**Run 1: floorplan with the power grid**

The bar under the picture is 20 um long. Pins as bars on the die edge. Tap cells in gray.
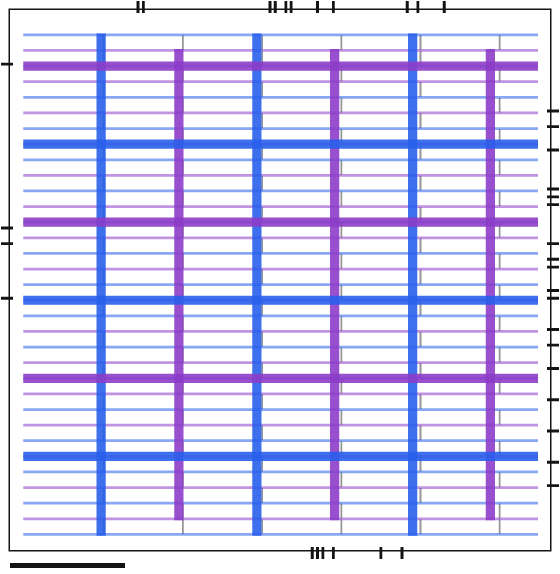
**Run 1: placed cells, one color a class**

The bar under the picture is 20 um long.
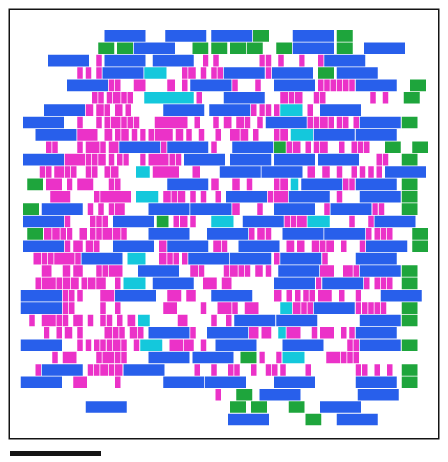
**Run 1: clock network drawn from the DEF**

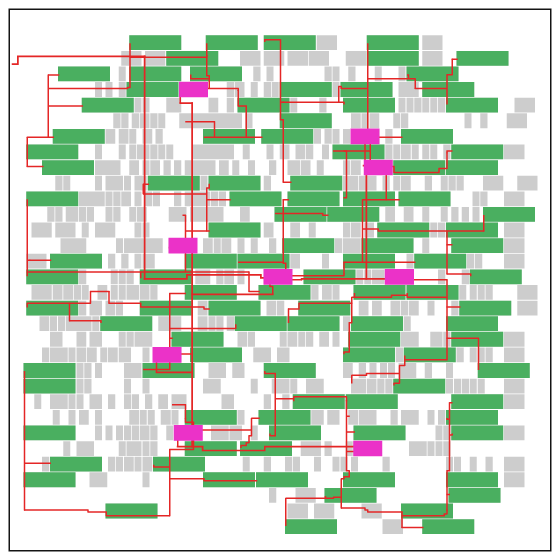
--- src/rtl/tdoa_pkg.sv ---
// Shared definitions for the two-microphone front end and the TDOA correlator.
package tdoa_pkg;

    localparam int SAMPLE_W      = 16;
    localparam int CLK_DIV_DEF   = 8;
    localparam int SLOT_BITS_DEF = 32;

    // Frame geometry at the default settings, used by the correlator to derive
    // sample-rate dependent limits.
    localparam int FRAME_BITS = 2 * SLOT_BITS_DEF;
    localparam int FRAME_CLKS = 2 * CLK_DIV_DEF * FRAME_BITS;

    typedef enum logic [1:0] {
        IDLE   = 2'd0,
        WARMUP = 2'd1,
        RUN    = 2'd2
    } rx_state_t;

    // clk cycles per stereo frame for an arbitrary divider / slot length
    function automatic int frame_clks(input int clk_div, input int slot_bits);
        return 2 * clk_div * 2 * slot_bits;
    endfunction

endpackage

--- src/rtl/i2s_clkgen.sv ---
// BCLK / LRCLK generator with slot counter. Everything is held at zero while
// run is low, so a restart always begins at divider 0, slot 0, BCLK low.
module i2s_clkgen #(
    parameter int CLK_DIV   = 8,
    parameter int SLOT_BITS = 32
) (
    input  logic                             clk,
    input  logic                             rst,
    input  logic                             run,
    output logic                             bclk,
    output logic                             lrclk,
    output logic [$clog2(2*SLOT_BITS)-1:0]   slot,
    output logic                             rise_evt,
    output logic                             fall_evt,
    output logic                             frame_end
);
    localparam int SLOT_W = $clog2(2*SLOT_BITS);
    localparam int DIV_W  = $clog2(CLK_DIV);

    localparam logic [DIV_W-1:0]  DIV_TC    = DIV_W'(CLK_DIV - 1);
    localparam logic [SLOT_W-1:0] SLOT_LAST = SLOT_W'(2*SLOT_BITS - 1);
    localparam logic [SLOT_W-1:0] SLOT_HALF = SLOT_W'(SLOT_BITS);

    logic [DIV_W-1:0]  div;
    logic              tc;
    logic [SLOT_W-1:0] slot_nxt;

    assign tc        = run && (div == DIV_TC);
    assign rise_evt  = tc && !bclk;
    assign fall_evt  = tc && bclk;
    assign frame_end = fall_evt && (slot == SLOT_LAST);
    assign slot_nxt  = (slot == SLOT_LAST) ? '0 : slot + 1'b1;

    // Divider, BCLK toggle and slot/word-select tracking; LRCLK only moves on a fall
    always_ff @(posedge clk or posedge rst) begin
        if (rst) begin
            div   <= '0;
            bclk  <= 1'b0;
            lrclk <= 1'b0;
            slot  <= '0;
        end else if (!run) begin
            div   <= '0;
            bclk  <= 1'b0;
            lrclk <= 1'b0;
            slot  <= '0;
        end else begin
            div <= tc ? '0 : div + 1'b1;
            if (tc) begin
                bclk <= !bclk;
            end
            if (fall_evt) begin
                slot  <= slot_nxt;
                lrclk <= (slot_nxt >= SLOT_HALF);
            end
        end
    end

endmodule

--- src/rtl/i2s_stereo_rx.sv ---
// I2S master receiver for two MEMS mics sharing one SD line (A = left slot,
// B = right slot). Publishes a time-aligned signed pair once per frame.
module i2s_stereo_rx #(
    parameter int CLK_DIV        = 8,
    parameter int SAMPLE_W       = tdoa_pkg::SAMPLE_W,
    parameter int SLOT_BITS      = 32,
    parameter int STARTUP_FRAMES = 4096
) (
    input  logic                clk,
    input  logic                rst,
    input  logic                enable,
    output logic                i2s_bclk,
    output logic                i2s_lrclk,
    input  logic                i2s_sd,
    output logic                sample_valid,
    output logic [SAMPLE_W-1:0] mic_A_out,
    output logic [SAMPLE_W-1:0] mic_B_out
);
    import tdoa_pkg::*;

    localparam int SLOT_W = $clog2(2*SLOT_BITS);
    localparam int FC_W   = (STARTUP_FRAMES > 1) ? $clog2(STARTUP_FRAMES) : 1;

    localparam logic [FC_W-1:0] FC_LAST =
        FC_W'((STARTUP_FRAMES > 0) ? STARTUP_FRAMES - 1 : 0);

    // One-bit I2S delay: the MSB of each channel sits in slot 1 of that channel.
    localparam logic [SLOT_W-1:0] L_FIRST = SLOT_W'(1);
    localparam logic [SLOT_W-1:0] L_LAST  = SLOT_W'(SAMPLE_W);
    localparam logic [SLOT_W-1:0] R_FIRST = SLOT_W'(SLOT_BITS + 1);
    localparam logic [SLOT_W-1:0] R_LAST  = SLOT_W'(SLOT_BITS + SAMPLE_W);

    rx_state_t         state;
    logic [FC_W-1:0]   frame_cnt;
    logic              run;
    logic              sd_meta;
    logic              sd_sync;
    logic [SLOT_W-1:0] slot;
    logic              fall_evt;
    logic              frame_end;
    logic              unused_rise;      // capture only needs fall events
    logic              in_window;
    logic [SAMPLE_W-1:0] shreg;
    logic [SAMPLE_W-1:0] shreg_nxt;
    logic [SAMPLE_W-1:0] hold_a;
    logic [SAMPLE_W-1:0] hold_b;

    // Clocks run in WARMUP/RUN; dropping enable stops them on the same edge
    // that moves the FSM to IDLE, so BCLK is low one cycle after enable falls.
    assign run = enable && (state != IDLE);

    i2s_clkgen #(
        .CLK_DIV   (CLK_DIV),
        .SLOT_BITS (SLOT_BITS)
    ) u_clkgen (
        .clk       (clk),
        .rst       (rst),
        .run       (run),
        .bclk      (i2s_bclk),
        .lrclk     (i2s_lrclk),
        .slot      (slot),
        .rise_evt  (unused_rise),
        .fall_evt  (fall_evt),
        .frame_end (frame_end)
    );

    assign in_window = ((slot >= L_FIRST) && (slot <= L_LAST)) ||
                       ((slot >= R_FIRST) && (slot <= R_LAST));
    assign shreg_nxt = {shreg[SAMPLE_W-2:0], sd_sync};

    // Two-flop synchroniser for the mic data line
    always_ff @(posedge clk or posedge rst) begin
        if (rst) begin
            sd_meta <= 1'b0;
            sd_sync <= 1'b0;
        end else begin
            sd_meta <= i2s_sd;
            sd_sync <= sd_meta;
        end
    end

    // Shift in kept bits at the end of each BCLK high phase; park finished words
    always_ff @(posedge clk or posedge rst) begin
        if (rst) begin
            shreg  <= '0;
            hold_a <= '0;
            hold_b <= '0;
        end else if (run && fall_evt && in_window) begin
            shreg <= shreg_nxt;
            if (slot == L_LAST) begin
                hold_a <= shreg_nxt;
            end
            if (slot == R_LAST) begin
                hold_b <= shreg_nxt;
            end
        end
    end

    // Warm-up / run sequencing and the registered output pair with its strobe
    always_ff @(posedge clk or posedge rst) begin
        if (rst) begin
            state        <= IDLE;
            frame_cnt    <= '0;
            sample_valid <= 1'b0;
            mic_A_out    <= '0;
            mic_B_out    <= '0;
        end else begin
            sample_valid <= 1'b0;
            case (state)
                IDLE: begin
                    frame_cnt <= '0;
                    if (enable) begin
                        state <= (STARTUP_FRAMES == 0) ? RUN : WARMUP;
                    end
                end
                WARMUP: begin
                    if (!enable) begin
                        state     <= IDLE;
                        frame_cnt <= '0;
                    end else if (frame_end) begin
                        if (frame_cnt == FC_LAST) begin
                            state     <= RUN;
                            frame_cnt <= '0;
                        end else begin
                            frame_cnt <= frame_cnt + 1'b1;
                        end
                    end
                end
                RUN: begin
                    if (!enable) begin
                        state <= IDLE;
                    end else if (frame_end) begin
                        sample_valid <= 1'b1;
                        mic_A_out    <= hold_a;
                        mic_B_out    <= hold_b;
                    end
                end
                default: state <= IDLE;
            endcase
        end
    end

endmodule

--- config.mk ---
export PLATFORM = sky130hd
export DESIGN_NAME = i2s_stereo_rx
export DESIGN_NICKNAME = d
export VERILOG_FILES = /design/src/rtl/tdoa_pkg.sv /design/src/rtl/i2s_clkgen.sv /design/src/rtl/i2s_stereo_rx.sv
export SDC_FILE = /design/constraint.sdc
export NUM_CORES = 1
export LEC_CHECK = 0
export ABC_AREA = 1
export CAP_MARGIN = 20
export CORE_MARGIN = 2
export CORE_UTILIZATION = 55
export CTS_BUF_LIST = sky130_fd_sc_hd__clkbuf_2 sky130_fd_sc_hd__clkbuf_4 sky130_fd_sc_hd__clkbuf_8
export DETAILED_ROUTE_END_ITERATION = 12
export GPL_ROUTABILITY_DRIVEN = 1
export HOLD_SLACK_MARGIN = 0.12
export PLACE_DENSITY_LB_ADDON = 0.3
export SLEW_MARGIN = 25
export SYNTH_ARGS = -nofsm -noshare
export SYNTH_HDL_FRONTEND = slang
export SYNTH_HIERARCHICAL = 1
export SYNTH_SLANG_ARGS = --single-unit
--- constraint.sdc ---
create_clock -name clk -period 5.9 [get_ports clk]
set_input_delay 0.885 -clock clk [delete_from_list [all_inputs] [get_ports clk]]
set_output_delay 0.885 -clock clk [all_outputs]
set_load 0.01 [all_outputs]
==> flow_summary_export.csv, run 1 <==
group,metric,value,unit
grt,grt_util_met1,0.261,
sta,setup_slack,2.46,ns
hold_path,hp-start,"sd_meta",
sta,fin_hold_ws,0.360,ns
power_and_ir_drop,p_comb,0.000126,W
sta,grt_setup_unrepaired,"no",
logic_synthesis,syn_area,4460,sq um
outcome,status,"finished clean",
grt,use_met3,0.0385,
worst_setup_path,crit_start,"enable",
worst_setup_path,cp_data_arrival_time,3.71,ns
grt,grt_pass1_vias,3060,
finish,nonClockInverterCount,49,
sta,final_hold_viol_count,0,
grt,grt.overflow.total,0,
power_and_ir_drop,power_density,262,nW/um^2
grt,grt-busiest-layer,"met2",
power_and_ir_drop,switching_share,0.267,
finish,area_delta_synth_final,14.5,%
clock_network,clk_pin_slew,0.10,ns
power_and_ir_drop,p_leak,2.54,nW
finish,final_nets,534,
finish,comb_cells,319,
placed_design,gp_congestion,0.832,
grt,use_met2,0.324,
routing,via_count,3156,
finish,diodes,0,
finish,comb_area,1530,sq um
sta,tightest_slew,0.865,ns
clock_network,cts_buffers,9,
worst_setup_path,endpoint_kind,"flip-flop",
routing,met2RoutedLength,3.70,mm
power_and_ir_drop,switchingPower,0.000358,W
worst_setup_path,crit_path_max_fanout,32,
routing,drc,0,
routing,drtIter0Drc,206,
sta,period_used_share,0.583,
clock_network,cts_tree,"done",
power_and_ir_drop,p_total,0.00134,W
routing,top_layer,"met4",
logic_synthesis,syn_nets,498,
clock_network,cts_resized,0,
power_and_ir_drop,pg_clk,0.000451,W
floorplan,fp_util,0.572,
power_and_ir_drop,clockPowerShare,0.337,
routing,wl_met3,238,um
sta,period_needed,3.44,ns
finish,ff_count,107,
power_and_ir_drop,seqPwrFrac,0.569,
clock_network,post-cts-setup-buffers,0,
logic_synthesis,synthCells,490,
placed_design,io_buffers,38,
placed_design,numPlacedInstances,617,
clock_network,clock_latency,0.37,ns
job,drv_cap,0,
grt,grt_max_degree,55,
sta,drv_slew,0,
placed_design,place_area,4910,sq um
finish,comb_area_frac,0.298,
floorplan,well_tap_count,102,
sta,fin_worst_skew,0.00838,ns
placed_design,hpwl,5.18,mm
grt,grt_usage,0.197,
finish,nClkBuffers,9,
finish,final_layout_size_suffix_gt1_frac,0.0998,
sta,tns,0,ns
power_and_ir_drop,top_power_group,"sequential cells",
job,warning_count,26,
worst_setup_path,cp.required,6.16,ns
routing,wl_met1,3.55,mm
finish,fin_area,5110,sq um
routing,drt_pass1_iterations,4,
grt,grt_pass1_wl,13.6,mm
floorplan,dieArea,8850,sq um
floorplan,fp.dieW,94.1,um
finish,regArea,2680,sq um
finish,clock_area_frac,0.0389,
worst_setup_path,path_class,"primary input to flip-flop",
finish,layout_top_cell,"nand2_1",
routing,drt-total-wl,7.60,mm
power_and_ir_drop,internal_power,0.000983,W
finish,layout_top_cells,"nand2_1, dfrtp_1, inv_1",
sta,slew_headroom,0.423,
placed_design,dp_slack,2.05,ns
clock_network,cts.sinks,107,
worst_setup_path,start_kind,"primary input",
worst_setup_path,r2r_start,"state[0]",
finish,fillers,673,
clock_network,clk_path_buf_depth,2,
grt,antenna_found_initial,0,
finish,buffers_excl_clock,40,
floorplan,io_pins,39,
routing,vias_per_cell,4.99,
routing,drtAntennaViolNets,0,
logic_synthesis,syn_avg_cell_area,9.11,sq um
power_and_ir_drop,comb_power_share,0.094,
clock_network,htreeDepth,3,
hold_path,min_path_type,"flip-flop to flip-flop",
clock_network,cts_root_buf,"clkbuf_8",
finish,top_area_cell_class,"registers",
sta,setup_viol,0,
finish,buf_share,0.0773,
routing,wl_per_cell,12.0,um
power_and_ir_drop,p_seq,0.000763,W
logic_synthesis,yosysWarnings,6,
clock_network,ctsHoldBuffers,0,
sta,max_freq,291,MHz
finish,fin_cells,633,
About 'floorplan with the power grid':
VDD -> purple
VSS -> blue
signal pins = 39
tap cells = 102
rows = 32
Die Ht: 94.1 um
core area: 7810 sq um
maximum vdd drop: 186 uV

About 'placed cells, one color a class':
flip-flops -> blue  # cells 107, share of their area 54%
clock drivers and dummy loads -> cyan  # cells 16, share of their area 4.0%
other buffers and delay cells -> green  # cells 40, share of their area 7.9%
all other logic -> magenta  # cells 368, share of their area 34%
flop share of the area: 0.524
Core Rows: 32
Final Core Density: 0.655

About 'clock network drawn from the DEF':
clock wires -> red  # length 1160 um
cells driving clock nets -> magenta  # count 9
flip-flops -> green  # count 107
routed clock nets = 10
flops lie = widely spread

==> run 1: path summary, 6_finish.rpt <==
path	end	slack, ns	cells past startpoint
worst max-delay path	mic_B_out[10]	2.46	11
worst min-delay path	sd_sync	0.36	0
worst max register to register	mic_B_out[10]	3.15	10
worst min register to register	sd_sync	0.36	0
max in group asynchronous	sd_sync	3.93	3
min in group asynchronous	u_clkgen/bclk	0.91	2
==> run 1: worst max-delay path, stage by stage <==
cell	delay [ns]
clkdlybuf4s50_1	0.55
inv_2	0.08
nor2_1	0.30
nand3_2	0.19
nor3_1	0.20
inv_1	0.08
nor2_2	0.68
buf_4	0.32
inv_2	0.22
nand2_1	0.13
nand2_1	0.05
**Run 1: wiring by layer**

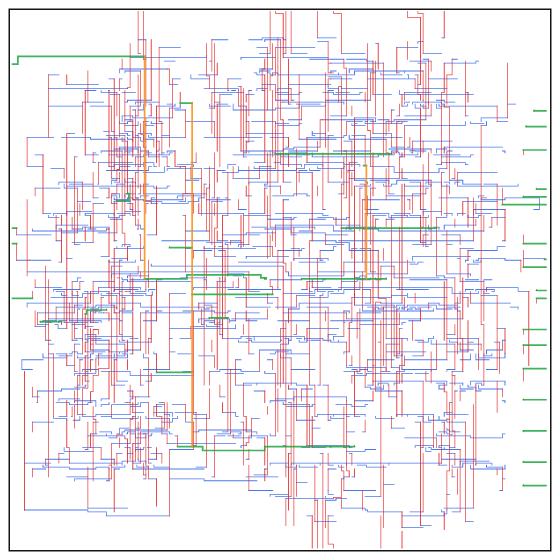

==> run 2: changes to the inputs <==
- CORE_UTILIZATION: 55 -> 54
- clock period: 5.9 -> 2.9 ns (I/O delays scaled with it)
**Run 2: wiring by layer**

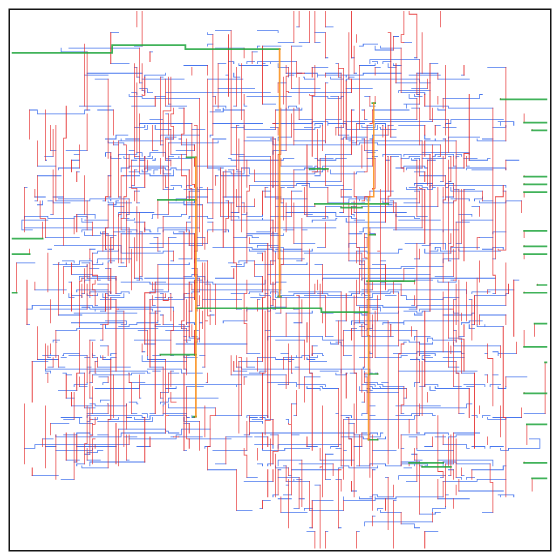
met1 -> blue  # wire length 3640 um
met2 -> red  # wire length 3840 um
met3 -> green  # wire length 211 um
met4 -> orange  # wire length 149 um
Total Routing Usage GR: 0.193
WL per Instance: 12.2 um

**Run 2: floorplan with the power grid**

The bar under the picture is 20 um long. Pins as bars on the die edge. Tap cells in gray.
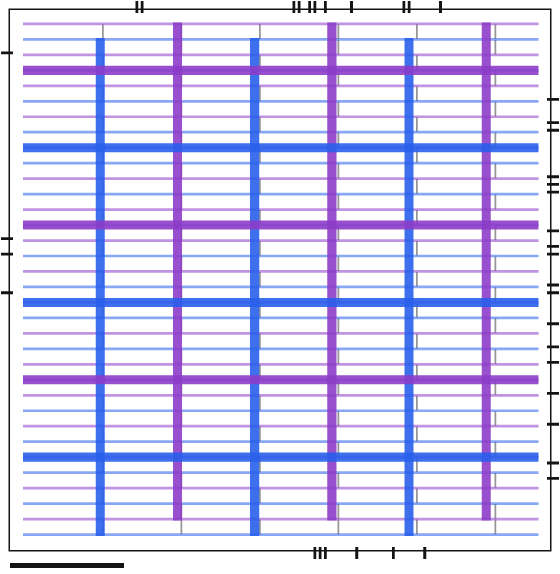
VDD -> purple
VSS -> blue
signal pins = 39
tap cells = 105
met4 straps = 6
rows = 33

==> flow_summary_export.csv, run 2 <==
group,metric,value,unit
sta,grt_setup_unrepaired,"no",
finish,final_layout_size_suffix_gt1_frac,0.108,
power_and_ir_drop,pg_clk,0.000868,W
power_and_ir_drop,comb_power_share,0.103,
sta,period_needed,2.23,ns
floorplan,core_area,8130,sq um
sta,fin_worst_skew,0.00877,ns
logic_synthesis,synthCells,490,
worst_setup_path,cpMaxStageDelayCell,"clkdlybuf4s50_1",
power_and_ir_drop,p_leak,2.55,nW
routing,drt_pass1_iterations,4,
finish,layout_top_cells,"nand2_1, dfrtp_1, inv_1",
floorplan,rows,33,
placed_design,numPlacedInstances,625,
finish,fillers,703,
placed_design,gp_congestion,0.790,
worst_setup_path,cp_common_cell,"nand2_1",
finish,regArea,2680,sq um
clock_network,cts_buffers,9,
grt,grt.overflow.total,0,
clock_network,clk_path_buf_depth,2,
sta,period_used_share,0.770,
clock_network,post-cts-setup-buffers,0,
grt,grt_pass1_wl,13.5,mm
finish,nonClockInverterCount,49,
routing,drt-total-wl,7.84,mm
floorplan,die_h,94.9,um
finish,fin_util,0.634,
outcome,status,"finished clean",
worst_setup_path,endpoint_kind,"flip-flop",
finish,top_area_cell_class,"registers",
finish,nClkBuffers,9,
floorplan,fp.dieW,94.9,um
worst_setup_path,path_class,"primary input to flip-flop",
finish,layout_top_cell,"nand2_1",
worst_setup_path,start_kind,"primary input",
finish,diodes,0,
placed_design,dp_slack,0.293,ns
routing,met2RoutedLength,3.84,mm
finish,comb_cells,319,
clock_network,htreeDepth,3,
floorplan,fp_util,0.549,
worst_setup_path,cp_data_arrival_time,2.50,ns
power_and_ir_drop,switchingPower,0.000760,W
routing,vias_per_cell,4.96,
floorplan,dieArea,9010,sq um
hold_path,min_path_type,"primary input to asynchronous set/reset pin",
finish,clock_area_frac,0.0357,
worst_setup_path,cp.required,3.17,ns
power_and_ir_drop,vdd_ir_drop_max,414,uV
sta,fin_hold_ws,0.356,ns
logic_synthesis,syn_area,4460,sq um
placed_design,io_buffers,38,
grt,antenna_found_initial,0,
routing,via_count,3181,
finish,seq_share,0.520,
sta,tightest_slew,0.674,ns
floorplan,io_pins,39,
finish,area_delta_synth_final,15.4,%
sta,slew_headroom,0.549,
logic_synthesis,syn_avg_cell_area,9.11,sq um
finish,fin_area,5150,sq um
power_and_ir_drop,switching_share,0.282,
worst_setup_path,crit_path_max_fanout,6,
power_and_ir_drop,power_density,524,nW/um^2
clock_network,ctsHoldBuffers,0,
routing,drtAntennaViolNets,0,
placed_design,place_area,4960,sq um
sta,tns,0,ns
finish,fin_cells,641,
power_and_ir_drop,clockPowerShare,0.322,
grt,grt_max_degree,88,
clock_network,cts_root_buf,"clkbuf_8",
routing,drc,0,
sta,setup_viol,0,
logic_synthesis,syn_nets,498,
job,warning_count,26,
finish,ff_count,107,
routing,drtIter0Drc,178,
logic_synthesis,yosysWarnings,6,
clock_network,cts.sinks,107,
worst_setup_path,cp.buffers_inverters,3,
floorplan,well_tap_count,105,
worst_setup_path,slowest_delay,0.53,ns
power_and_ir_drop,p_comb,0.000278,W
power_and_ir_drop,seqPwrFrac,0.575,
routing,wl_met3,211,um
placed_design,hpwl,5.38,mm
power_and_ir_drop,p_total,0.00270,W
worst_setup_path,critical-path-top-delay-family,"simple AND/OR/NAND/NOR gates",
grt,grt_pass1_vias,3000,
power_and_ir_drop,internal_power,0.00194,W
clock_network,cts_tree,"done",
finish,buffers_excl_clock,45,
sta,drv_slew,0,
finish,final_nets,539,
routing,top_layer,"met4",
power_and_ir_drop,top_power_group,"sequential cells",
clock_network,cts_resized,0,
clock_network,clk_pin_slew,0.11,ns
sta,final_hold_viol_count,0,
finish,buf_share,0.0864,
job,drv_cap,0,
routing,wl_met1,3.64,mm
worst_setup_path,crit_chain,"clkdlybuf4s50_1, inv_2, nor2_1, nand3_2, nor3_1, inv_1, nand2_1, nand2_1, nand2_1, nand3_1, nor2_1, nand3_1, nand2_1, nor2_1",
**Run 2: clock network drawn from the DEF**

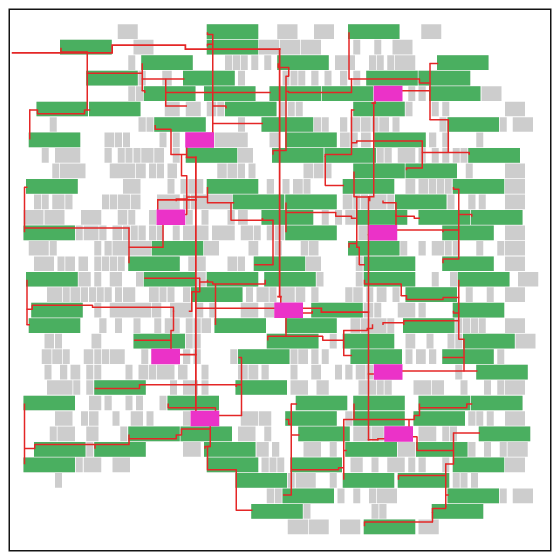
flip-flops -> green  # count 107
cells driving clock nets -> magenta  # count 9
clock wires -> red  # length 1160 um
flops lie = widely spread

## run 2: path summary, 6_finish.rpt
kind                                 start       endpoint  slack, ns  depth (start not counted)
setup / recovery                    enable  frame_cnt[11]       0.67                         14
max in group asynchronous              rst      hold_b[7]       1.85                          3
setup reg to reg           u_clkgen/div[0]  frame_cnt[11]       0.80                         13
hold reg to reg                    sd_meta        sd_sync       0.36                          0
min in group clk                   sd_meta        sd_sync       0.36                          0
hold / removal                         rst   frame_cnt[6]       0.36                          2
## run 2: per-layer routing
metal | up-vias | GRT usage
li1 | 1605 | -
met5 | - | 0
met4 | 0 | 0.0821
met1 | 1521 | 0.248
met3 | 12 | 0.0319
met2 | 43 | 0.324
**Run 2: track usage over the die**

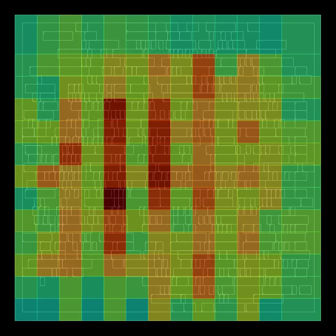

==> run 3: changes to the inputs <==
- CORE_UTILIZATION: 54 -> 55
- clock period: 2.9 -> 2.1 ns (I/O delays scaled with it)
**Run 3: track usage over the die**

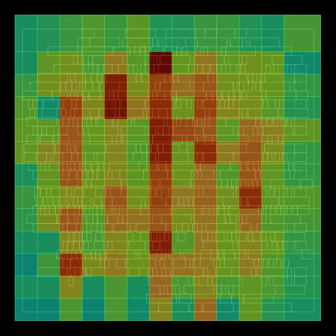
Final Core Density: 0.679
WL per Instance: 12.4 um
grt met1 use: 0.258

**Run 3: clock network drawn from the DEF**

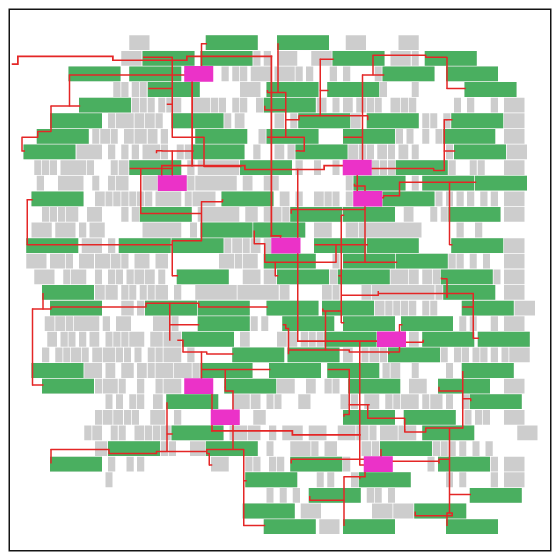
clock wires -> red  # length 1120 um
cells driving clock nets -> magenta  # count 9
flip-flops -> green  # count 107
routed clock nets = 10
Final Skew: 0.0134 ns
Clk network pwr share: 0.352
Clk power: 0.00139 W

==> flow_summary_export.csv, run 3 <==
group,metric,value,unit
routing,drtAntennaViolNets,0,
worst_setup_path,start_kind,"flip-flop",
job,drv_cap,0,
floorplan,die_h,94.1,um
finish,fillers,630,
routing,drt_pass1_iterations,5,
clock_network,cts.sinks,107,
routing,vias_per_cell,5.03,
placed_design,hpwl,5.43,mm
worst_setup_path,crit_path_max_fanout,5,
placed_design,place_area,5070,sq um
finish,diodes,0,
placed_design,gp_congestion,0.832,
sta,tightest_slew,0.419,ns
logic_synthesis,syn_area,4460,sq um
sta,period_used_share,0.903,
finish,layout_top_cells,"nand2_1, dfrtp_1, inv_1",
clock_network,clk_path_buf_depth,2,
clock_network,clk_pin_slew,0.09,ns
worst_setup_path,slowest_delay,0.36,ns
power_and_ir_drop,p_total,0.00394,W
power_and_ir_drop,switchingPower,0.00100,W
finish,final_layout_size_suffix_gt1_frac,0.128,
clock_network,clock_latency,0.37,ns
power_and_ir_drop,switching_share,0.255,
routing,met2RoutedLength,4.01,mm
sta,setup_slack,0.203,ns
power_and_ir_drop,vdd_ir_drop_max,470,uV
placed_design,numPlacedInstances,632,
worst_setup_path,crit_chain,"ha_1, ha_1, nand3_2, nor3_1, inv_1, nand2_1, nand2_1, nand2_2, nand3_1, buf_4, xor2_1, nor2_1",
power_and_ir_drop,top_power_group,"sequential cells",
logic_synthesis,syn_avg_cell_area,9.11,sq um
sta,setup_viol,0,
power_and_ir_drop,power_density,744,nW/um^2
logic_synthesis,syn_nets,498,
grt,grt-busiest-layer,"met2",
power_and_ir_drop,seqPwrFrac,0.543,
clock_network,cts_root_buf,"clkbuf_8",
worst_setup_path,cp_data_arrival_time,2.14,ns
floorplan,dieArea,8850,sq um
floorplan,core_area,7810,sq um
routing,via_count,3262,
worst_setup_path,endpoint_kind,"flip-flop",
sta,drv_slew,0,
worst_setup_path,critical-path-top-delay-family,"simple AND/OR/NAND/NOR gates",
finish,area_delta_synth_final,18.7,%
grt,grt_pass1_vias,3088,
floorplan,rows,32,
outcome,status,"finished clean",
clock_network,cts_buffers,9,
hold_path,min_path_type,"primary input to asynchronous set/reset pin",
sta,max_freq,527,MHz
routing,drtIter0Drc,148,
grt,grt_pass1_wl,13.9,mm
clock_network,post-cts-setup-buffers,0,
routing,wl_met1,3.60,mm
floorplan,io_pins,39,
finish,final_nets,549,
logic_synthesis,synthCells,490,
power_and_ir_drop,p_seq,0.00214,W
grt,grt.overflow.total,0,
finish,fin_area,5300,sq um
finish,fin_cells,648,
placed_design,dp_slack,-0.147,ns
sta,final_hold_viol_count,0,
grt,grt_max_degree,59,
sta,slew_headroom,0.720,
logic_synthesis,yosysWarnings,6,
clock_network,cts_resized,0,
worst_setup_path,path_class,"flip-flop to flip-flop",
power_and_ir_drop,p_comb,0.000411,W
placed_design,io_buffers,38,
routing,top_layer,"met4",
clock_network,cts_tree,"done",
worst_setup_path,cp.required,2.35,ns
job,warning_count,26,
grt,use_met3,0.0490,
finish,layout_top_cell,"nand2_1",
grt,use_met2,0.338,
power_and_ir_drop,comb_power_share,0.104,
grt,antenna_found_initial,0,
sta,fin_hold_ws,0.283,ns
routing,drc,0,
sta,tns,0,ns
grt,grt_usage,0.202,
clock_network,ctsHoldBuffers,0,
power_and_ir_drop,internal_power,0.00294,W
sta,period_needed,1.90,ns
routing,drt-total-wl,8.01,mm
floorplan,fp_util,0.572,
worst_setup_path,cp.buffers_inverters,2,
sta,grt_setup_unrepaired,"no",
worst_setup_path,cpMaxStageDelayCell,"dfrtp_1",
floorplan,fp.dieW,94.1,um
power_and_ir_drop,p_leak,2.64,nW
routing,wl_met3,287,um
clock_network,htreeDepth,3,
worst_setup_path,regToRegSetupSlack,0.20,ns
**Run 3: placed cells, one color a class**

The bar under the picture is 20 um long.
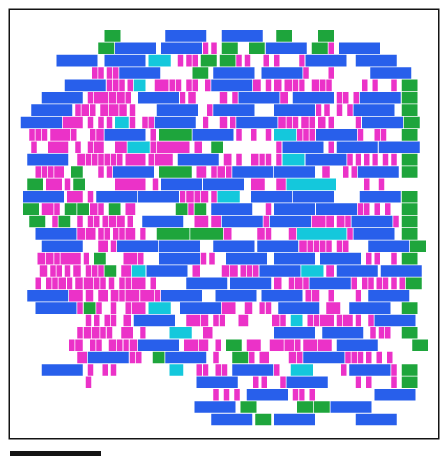
other buffers and delay cells -> green  # cells 55, share of their area 11%
flip-flops -> blue  # cells 107, share of their area 52%
clock drivers and dummy loads -> cyan  # cells 16, share of their area 4.4%
all other logic -> magenta  # cells 368, share of their area 33%

==> run 3: area by class of cell <==
cell class / instances / area, sq um / share of cell area
Sequential cell: 107 / 2680 / 0.505
Clock buffer: 10 / 131 / 0.0248
Tap cell: 102 / 128 / 0.0241
Clock inverter: 6 / 93.8 / 0.0177
Timing Repair Buffer: 55 / 558 / 0.105
Inverter: 49 / 190 / 0.0359
Multi-Input combinational cell: 319 / 1520 / 0.287
==> run 3: final timing paths <==
path | from | endpoint | cells after the start
setup / recovery | u_clkgen/div[0] | frame_cnt[7] | 12
hold / removal | rst | frame_cnt[11] | 2
setup reg to reg | u_clkgen/div[0] | frame_cnt[7] | 12
hold reg to reg | sd_meta | sd_sync | 0
max in group asynchronous | rst | hold_a[7] | 3
min in group clk | sd_meta | sd_sync | 0
No activity file was given, so power comes from the tool's default toggle rates.
